**config.mk**
```make
export PLATFORM = sky130hd
export DESIGN_NAME = pnode_tagger_flat
export DESIGN_NICKNAME = d
export VERILOG_FILES = /design/src/rtl/pnode_tagger_if.sv /design/src/rtl/pnode_tagger.sv /design/src/flat_wrapper.sv
export SDC_FILE = /design/constraint.sdc
export NUM_CORES = 1
export LEC_CHECK = 0
export ABC_AREA = 1
export CORE_MARGIN = 3
export CORE_UTILIZATION = 53
export CTS_CLUSTER_DIAMETER = 100
export DETAILED_ROUTE_END_ITERATION = 10
export PLACE_DENSITY = 0.78
export SETUP_SLACK_MARGIN = 0.15
export SYNTH_ARGS = -nofsm -noshare
export SYNTH_HDL_FRONTEND = slang
export SYNTH_SLANG_ARGS = --single-unit
```
**constraint.sdc**
```tcl
create_clock -name clock -period 2.64 [get_ports clock]
set_input_delay 0.528 -clock clock [delete_from_list [all_inputs] [get_ports clock]]
set_output_delay 0.528 -clock clock [all_outputs]
set_load 0.02 [all_outputs]
```
**src/rtl/pnode_tagger_if.sv**
```systemverilog
// Stream bundle of pnode_tagger: raw Avalon-ST receive beats in, tagged
// 142-bit pnode beats and the per-packet tag side-stream out.
interface pnode_tagger_if;
   logic [127:0] avalon_st_rx_data;
   logic         avalon_st_rx_sop;
   logic         avalon_st_rx_eop;
   logic         avalon_st_rx_valid;
   logic         avalon_st_rx_ready;
   logic [141:0] pnode_data;
   logic         pnode_valid;
   logic         pnode_ready;
   logic [11:0]  tag_out;
   logic         tag_valid;

   // master is the surrounding environment, slave is the tagger itself
   modport master (
      output avalon_st_rx_data, avalon_st_rx_sop, avalon_st_rx_eop, avalon_st_rx_valid,
      input  avalon_st_rx_ready,
      input  pnode_data, pnode_valid,
      output pnode_ready,
      input  tag_out, tag_valid
   );

   modport slave (
      input  avalon_st_rx_data, avalon_st_rx_sop, avalon_st_rx_eop, avalon_st_rx_valid,
      output avalon_st_rx_ready,
      output pnode_data, pnode_valid,
      input  pnode_ready,
      output tag_out, tag_valid
   );
endinterface

```
**src/rtl/pnode_tagger.sv**
```systemverilog
// Packet tagger: frames the raw Avalon-ST stream, stamps each packet with a wrapping
// tag and emits pnode beats through a 2-entry skid buffer. PNODE_MAXLEN_EN adds length policing.
module pnode_tagger #(
   parameter int TAG_W     = 12,
   parameter int MAXBEATS  = 96,
   parameter int DROPCNT_W = 16
) (
   input  logic          clock,
   input  logic          reset,
   pnode_tagger_if.slave bus,
   input  logic [1:0]    avs_csr_address,
   input  logic          avs_csr_read,
   output logic [31:0]   avs_csr_readdata,
   input  logic          avs_csr_write,
   input  logic [31:0]   avs_csr_writedata
);
   localparam int BEAT_W = TAG_W + 130;

   typedef enum logic [1:0] {IDLE = 2'd0, PKT = 2'd1, DISCARD = 2'd2} state_t;

   state_t                 state_reg, state_next;
   logic [TAG_W-1:0]       tag_reg, tag_next;
   logic                   tag_pend_reg, tag_pend_next;
   logic [TAG_W-1:0]       tag_load_reg, tag_load_next;
   logic [BEAT_W-1:0]      head_reg, head_next;
   logic [BEAT_W-1:0]      tail_reg, tail_next;
   logic [1:0]             count_reg, count_next;
   logic                   ready_reg, ready_next;
   logic                   enable_reg, enable_next;
   logic                   tag_valid_reg, tag_valid_next;
   logic [TAG_W-1:0]       tag_out_reg, tag_out_next;
   logic [31:0]            pkt_count_reg, pkt_count_next;
   logic [DROPCNT_W-1:0]   drop_count_reg, drop_count_next;
   logic [31:0]            readdata_reg, readdata_next;

   logic                   accept, pop, push, push_sop, push_eop, fresh_sop, drop_inc;
   logic                   eop_pop;
   logic [TAG_W-1:0]       push_tag;
   logic [BEAT_W-1:0]      push_beat;
   logic                   csr_wr_pkt, csr_wr_drop, csr_wr_tag, csr_wr_en;

`ifdef PNODE_MAXLEN_EN
   localparam int BC_W = $clog2(MAXBEATS + 1);
   logic [BC_W-1:0]        beatcnt_reg, beatcnt_next;
   logic                   unused_bits;
   assign unused_bits = ^avs_csr_writedata[31:TAG_W];
`else
   logic                   unused_bits;
   assign unused_bits = (^avs_csr_writedata[31:TAG_W]) ^ (MAXBEATS > 0);
`endif

   assign csr_wr_pkt  = avs_csr_write && (avs_csr_address == 2'd0);
   assign csr_wr_drop = avs_csr_write && (avs_csr_address == 2'd1);
   assign csr_wr_tag  = avs_csr_write && (avs_csr_address == 2'd2);
   assign csr_wr_en   = avs_csr_write && (avs_csr_address == 2'd3);

   always_comb begin
      accept     = bus.avalon_st_rx_valid && ready_reg;
      pop        = (count_reg != 2'd0) && bus.pnode_ready;
      eop_pop    = pop && head_reg[128];
      state_next = state_reg;
      tag_next   = tag_reg;
      push       = 1'b0;
      push_sop   = 1'b0;
      push_eop   = 1'b0;
      push_tag   = tag_reg;
      fresh_sop  = 1'b0;
      drop_inc   = 1'b0;
`ifdef PNODE_MAXLEN_EN
      beatcnt_next = beatcnt_reg;
`endif
      if (accept) begin
         case (state_reg)
            IDLE: begin
               if (bus.avalon_st_rx_sop) fresh_sop = 1'b1;
               else                      drop_inc  = 1'b1;
            end
            PKT: begin
               if (bus.avalon_st_rx_sop) begin
                  // abandoned packet: retire its tag, then restart on this sop
                  tag_next  = tag_reg + TAG_W'(1);
                  drop_inc  = 1'b1;
                  fresh_sop = 1'b1;
               end else begin
                  push     = 1'b1;
                  push_eop = bus.avalon_st_rx_eop;
`ifdef PNODE_MAXLEN_EN
                  beatcnt_next = beatcnt_reg + BC_W'(1);
`endif
                  if (bus.avalon_st_rx_eop) begin
                     tag_next   = tag_reg + TAG_W'(1);
                     state_next = IDLE;
                  end
`ifdef PNODE_MAXLEN_EN
                  else if (beatcnt_reg == BC_W'(MAXBEATS - 1)) begin
                     push_eop   = 1'b1;
                     tag_next   = tag_reg + TAG_W'(1);
                     drop_inc   = 1'b1;
                     state_next = DISCARD;
                  end
`endif
               end
            end
            default: begin
               if (bus.avalon_st_rx_sop)      fresh_sop  = 1'b1;
               else if (bus.avalon_st_rx_eop) state_next = IDLE;
            end
         endcase
         if (fresh_sop) begin
            push     = 1'b1;
            push_sop = 1'b1;
            push_eop = bus.avalon_st_rx_eop;
            push_tag = tag_next;
            if (bus.avalon_st_rx_eop) begin
               tag_next   = tag_next + TAG_W'(1);
               state_next = IDLE;
            end else begin
               state_next = PKT;
`ifdef PNODE_MAXLEN_EN
               beatcnt_next = BC_W'(1);
`endif
            end
         end
      end

      // a tag load waits until the packet in flight has closed
      tag_pend_next = tag_pend_reg || csr_wr_tag;
      tag_load_next = csr_wr_tag ? avs_csr_writedata[TAG_W-1:0] : tag_load_reg;
      if (tag_pend_next && (state_next == IDLE)) begin
         tag_next      = tag_load_next;
         tag_pend_next = 1'b0;
      end

      push_beat  = {push_tag, push_sop, push_eop, bus.avalon_st_rx_data};
      head_next  = head_reg;
      tail_next  = tail_reg;
      count_next = count_reg;
      case ({push, pop})
         2'b10: begin
            if (count_reg == 2'd0) head_next = push_beat;
            else                   tail_next = push_beat;
            count_next = count_reg + 2'd1;
         end
         2'b01: begin
            head_next  = tail_reg;
            count_next = count_reg - 2'd1;
         end
         2'b11: begin
            if (count_reg == 2'd1) begin
               head_next = push_beat;
            end else begin
               head_next = tail_reg;
               tail_next = push_beat;
            end
         end
         default: ;
      endcase

      enable_next = csr_wr_en ? avs_csr_writedata[0] : enable_reg;
      ready_next  = (count_next < 2'd2) && (enable_next || (state_next != IDLE));

      tag_valid_next  = eop_pop;
      tag_out_next    = eop_pop ? head_reg[BEAT_W-1 -: TAG_W] : tag_out_reg;
      pkt_count_next  = csr_wr_pkt ? 32'd0 : (eop_pop ? pkt_count_reg + 32'd1 : pkt_count_reg);
      drop_count_next = drop_count_reg;
      if (csr_wr_drop)                        drop_count_next = '0;
      else if (drop_inc && !(&drop_count_reg)) drop_count_next = drop_count_reg + DROPCNT_W'(1);

      readdata_next = readdata_reg;
      if (avs_csr_read) begin
         case (avs_csr_address)
            2'd0:    readdata_next = pkt_count_reg;
            2'd1:    readdata_next = 32'(drop_count_reg);
            2'd2:    readdata_next = 32'(tag_reg);
            default: readdata_next = {31'd0, enable_reg};
         endcase
      end
   end

   always_ff @(posedge clock or negedge reset) begin
      if (!reset) begin
         state_reg      <= IDLE;
         tag_reg        <= '0;
         tag_pend_reg   <= 1'b0;
         tag_load_reg   <= '0;
         head_reg       <= '0;
         tail_reg       <= '0;
         count_reg      <= 2'd0;
         ready_reg      <= 1'b0;
         enable_reg     <= 1'b1;
         tag_valid_reg  <= 1'b0;
         tag_out_reg    <= '0;
         pkt_count_reg  <= 32'd0;
         drop_count_reg <= '0;
         readdata_reg   <= 32'd0;
`ifdef PNODE_MAXLEN_EN
         beatcnt_reg    <= '0;
`endif
      end else begin
         state_reg      <= state_next;
         tag_reg        <= tag_next;
         tag_pend_reg   <= tag_pend_next;
         tag_load_reg   <= tag_load_next;
         head_reg       <= head_next;
         tail_reg       <= tail_next;
         count_reg      <= count_next;
         ready_reg      <= ready_next;
         enable_reg     <= enable_next;
         tag_valid_reg  <= tag_valid_next;
         tag_out_reg    <= tag_out_next;
         pkt_count_reg  <= pkt_count_next;
         drop_count_reg <= drop_count_next;
         readdata_reg   <= readdata_next;
`ifdef PNODE_MAXLEN_EN
         beatcnt_reg    <= beatcnt_next;
`endif
      end
   end

   assign bus.avalon_st_rx_ready = ready_reg;
   assign bus.pnode_data         = head_reg;
   assign bus.pnode_valid        = (count_reg != 2'd0);
   assign bus.tag_out            = tag_out_reg;
   assign bus.tag_valid          = tag_valid_reg;
   assign avs_csr_readdata       = readdata_reg;
endmodule

```
**src/flat_wrapper.sv**
```systemverilog
// flat-port wrapper written by rule: the top's interface ports become plain ports
module pnode_tagger_flat 
#(
   parameter int TAG_W     = 12,
   parameter int MAXBEATS  = 96,
   parameter int DROPCNT_W = 16
)
  (clock, reset, avs_csr_address, avs_csr_read, avs_csr_readdata, avs_csr_write, avs_csr_writedata, bus_avalon_st_rx_data, bus_avalon_st_rx_sop, bus_avalon_st_rx_eop, bus_avalon_st_rx_valid, bus_avalon_st_rx_ready, bus_pnode_data, bus_pnode_valid, bus_pnode_ready, bus_tag_out, bus_tag_valid);
  pnode_tagger_if bus_i ();
  input  logic clock;
  input  logic reset;
  input  logic [1:0] avs_csr_address;
  input  logic avs_csr_read;
  output logic [31:0] avs_csr_readdata;
  input  logic avs_csr_write;
  input  logic [31:0] avs_csr_writedata;
  input wire logic [$bits(bus_i.avalon_st_rx_data)-1:0] bus_avalon_st_rx_data;
  input wire logic [$bits(bus_i.avalon_st_rx_sop)-1:0] bus_avalon_st_rx_sop;
  input wire logic [$bits(bus_i.avalon_st_rx_eop)-1:0] bus_avalon_st_rx_eop;
  input wire logic [$bits(bus_i.avalon_st_rx_valid)-1:0] bus_avalon_st_rx_valid;
  output wire logic [$bits(bus_i.avalon_st_rx_ready)-1:0] bus_avalon_st_rx_ready;
  output wire logic [$bits(bus_i.pnode_data)-1:0] bus_pnode_data;
  output wire logic [$bits(bus_i.pnode_valid)-1:0] bus_pnode_valid;
  input wire logic [$bits(bus_i.pnode_ready)-1:0] bus_pnode_ready;
  output wire logic [$bits(bus_i.tag_out)-1:0] bus_tag_out;
  output wire logic [$bits(bus_i.tag_valid)-1:0] bus_tag_valid;
  assign bus_i.avalon_st_rx_data = bus_avalon_st_rx_data;
  assign bus_i.avalon_st_rx_sop = bus_avalon_st_rx_sop;
  assign bus_i.avalon_st_rx_eop = bus_avalon_st_rx_eop;
  assign bus_i.avalon_st_rx_valid = bus_avalon_st_rx_valid;
  assign bus_avalon_st_rx_ready = bus_i.avalon_st_rx_ready;
  assign bus_pnode_data = bus_i.pnode_data;
  assign bus_pnode_valid = bus_i.pnode_valid;
  assign bus_i.pnode_ready = bus_pnode_ready;
  assign bus_tag_out = bus_i.tag_out;
  assign bus_tag_valid = bus_i.tag_valid;
  pnode_tagger #(.TAG_W(TAG_W), .MAXBEATS(MAXBEATS), .DROPCNT_W(DROPCNT_W)) u_core (.clock(clock), .reset(reset), .bus(bus_i), .avs_csr_address(avs_csr_address), .avs_csr_read(avs_csr_read), .avs_csr_readdata(avs_csr_readdata), .avs_csr_write(avs_csr_write), .avs_csr_writedata(avs_csr_writedata));
endmodule
```
### Register map, names as in the netlist

Scale bar: 50 um.
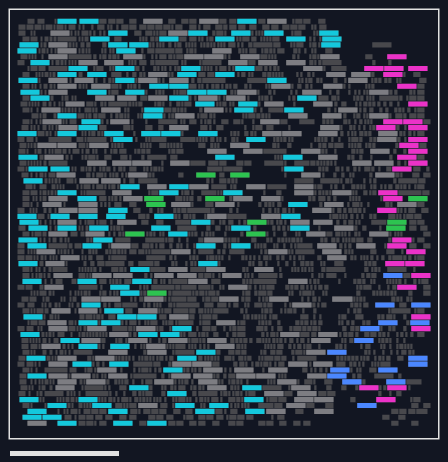
[`u_core.avs_csr_readdata`] magenta | sequential cells: 32 | where: a column on the right
[`u_core.bus.tag_out`] green | sequential cells: 12
[`u_core.drop_count_reg`] blue | sequential cells: 16 | where: south-east
[`u_core.bus.pnode_data`] cyan | sequential cells: 142
not colored: 206

### Clock routing

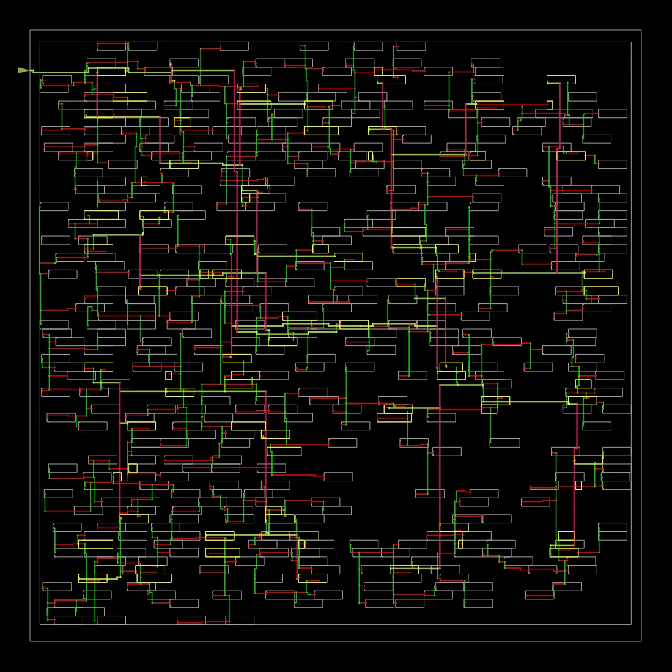
Num CTS Buffers: 44
clk_lat worst skew: 0.55 ns

### Cell sizes after repair

Scale bar: 50 um.
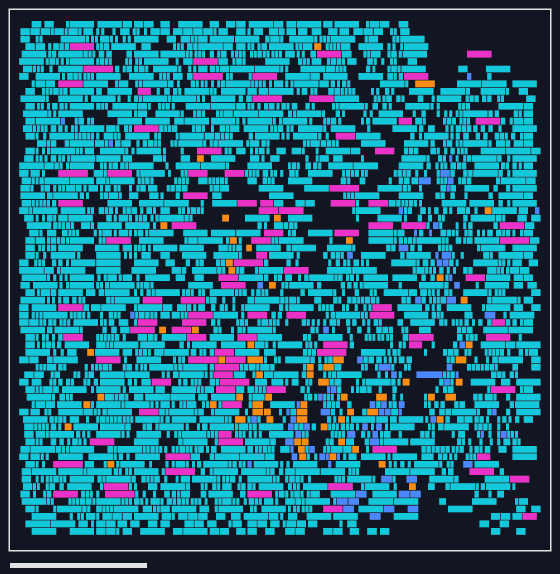
[drive 3 to 4] orange | cells: 64 | most used: buf_4
[drive 1 or less] cyan | cells: 2552 | most used: nand2_1
[drive 2] blue | cells: 82 | most used: nand2_2
[drive 6 and up] magenta | cells: 97 | most used: clkbuf_16
Area Overhead vs Synth: 31.8%
Finished Cell Area: 25500 um^2
Non-clock buffers: 412

==> metrics.cfg <==
[run_status]
outcome=completed

[drt]
postRouteAntennaNets=0
vias=17216
drt_wl_total_um=55400

[die]
chipArea_um2=38800
initial_core_util_pct=54.1
io_pins=359

[logic_synthesis]
synth.distinct_cells=50
ys.flop_type=dfrtp_1
top_area_share_pct=52.7
synth_cells=2416
fp_nets=2595

[job]
openroad.warnings=51

[timing]
fin_skew_ns=0.0164
finalMaxSlewViolations=0
post-route-period-util_pct=89.6
fin_hold_ws_ns=0.478
layout_setup_ws_ns=0.274

[placement]
gp_congestion=0.917
portBuffers=338

[layout]
num_antenna_cells=5
combGateArea_um2=6980
flop_area_um2=10200
fin_cells=3261
largest_cell_class=registers
nets=2939
final_core_util_pct=71.2
sh_seq_area_pct=40.1

[critical_path]
worst_setup_path_start_kind=flop
r2r_setup_slack_ns=0.27
ff2ff_path_depth=12

[power]
p_per_area_nw_per_um2=1100
p_int_mw=17.6
switching_share_pct=37.3
p_sw_mw=10.5
top_power_group=combinational logic
clockPowerShare_pct=25.9

[worst_hold_path]
hold_depth=2

### Nets reached from selected ports

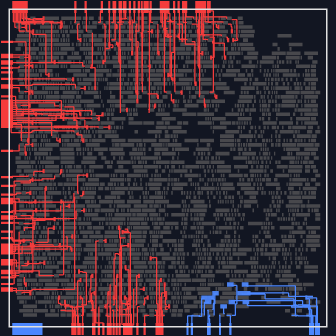
[`avs_csr_writedata`] blue | bits: 32 | direction: input | end cells: 12 | buffers: 12 | wire: 494 um
[`bus_avalon_st_rx_data`] red | bits: 128 | direction: input | end cells: 128 | buffers: 128 | wire: 4550 um

### Routed metal, one color a layer

Scale bar: 50 um.
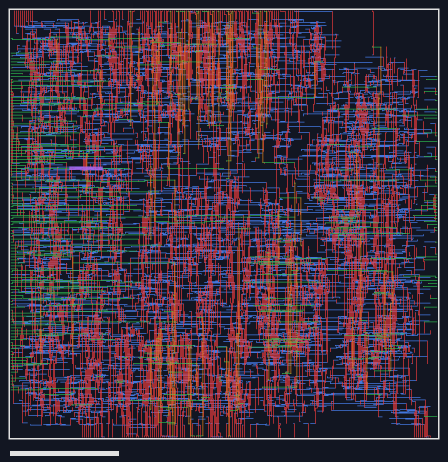
[met1] blue | wire length: 22.0 mm
[met2] red | wire length: 26.3 mm
[met3] green | wire length: 4390 um
[met4] orange | wire length: 2620 um
[met5] purple | wire length: 13.8 um

-- worst max-delay path, cell delays in order, from the launching register on --
cell      delay, ns
dfrtp_1        0.38
inv_1          0.11
ha_1           0.28
nor2_4         0.08
inv_1          0.20
ha_1           0.28
nand2_1        0.07
o211ai_1       0.10
buf_4          0.16
buf_4          0.17
buf_12         0.23
nand2_1        0.10
o21ai_0        0.10
-- cell usage in the layout, fill, tap and decap left out, types with 4 or more instances in the layout --
master / count
nand3_2: 4
dfrtp_1: 407
clkinv_1: 4
xor2_1: 6
nor2_1: 68
buf_4: 44
nor3_1: 24
nand3_1: 64
a21oi_1: 32
inv_2: 16
o21ai_0: 252
clkdlybuf4s50_1: 335
clkbuf_8: 7
diode_2: 5
clkbuf_16: 45
o22ai_1: 139
a31oi_1: 8
o21ai_1: 7
o21a_1: 4
o21bai_1: 4
inv_1: 418
clkinvlp_4: 5
a22oi_1: 6
clkinv_2: 8
o211ai_1: 5
buf_12: 28
nand4_1: 22
ha_1: 9
nand2_2: 19
nand2_1: 714
bufinv_16: 13
nor3b_1: 4
nor2_2: 12
mux2_2: 12
nor2_4: 10
-- timing repair --
action / in CTS / in global routing
cloned: 1 / 0
resized: 1 / 1
pin swaps: 1 / 2
endpoints found under the setup margin: 45 / 169
hold buffers: 1 / 0
hold endpoints to repair: 40 / 0
setup buffers: 0 / 6
-- worst max path at each step --
stage	to	slack, ns	start
after floorplan	u_core.bus.pnode_data[97]$_DFFE_PN0P_	0.44	bus_avalon_st_rx_valid
final	u_core.tail_reg[114]$_DFFE_PN0P_	0.27	u_core.count_reg[0]$_DFFE_PN0N_
after detailed placement	u_core.bus.pnode_data[128]$_DFFE_PN0P_	-0.22	bus_avalon_st_rx_valid
after global routing	u_core.tail_reg[55]$_DFFE_PN0P_	0.1	u_core.count_reg[0]$_DFFE_PN0N_
after global placement	u_core.bus.pnode_data[128]$_DFFE_PN0P_	-0.22	bus_avalon_st_rx_valid
after CTS	u_core.tail_reg[114]$_DFFE_PN0P_	0.15	u_core.count_reg[0]$_DFFE_PN0N_
-- kinds of logic after synthesis --
family                     Yosys count  synth area share [%]
AOI/OAI and AO/OA                  469                  13.5
and+or+nand+nor                    956                  20.8
buffers and inverters              555                  11.2
DFF                                408                  52.8
muxes                               13                 0.751
xor gates and xnor gates             6                 0.272
adders and majority gates            9                 0.583
-- synthesized netlist by cell type, types with 2 or more instances --
cell	n
nand2_1	715
inv_1	419
dfrtp_1	407
o21ai_0	252
o22ai_1	139
nor2_1	69
nand3_1	64
clkbuf_1	58
buf_2	52
a21oi_1	32
nor3_1	24
nand4_1	22
nand2_2	19
inv_2	16
mux2_2	12
nor2_2	11
ha_1	9
nor2_4	9
a31oi_1	8
o21ai_1	8
a22oi_1	6
xor2_1	6
o211ai_1	5
clkinv_1	4
nand3_2	4
nor3b_1	4
o21a_1	4
o21bai_1	4
buf_4	3
nor3_2	3
o221ai_1	3
a211oi_1	2
nand3b_1	2
nand4_2	2
nor4_1	2
o31ai_1	2
or2_2	2
-- per-layer routing --
layer  GRT usage [%]  vias up  wire length, um
met1            35.4     8173            22000
met3            7.52      153             4390
met2            47.3      588            26300
met4            12.8        2             2620
met5               0        -               13
li1                -     8300                -
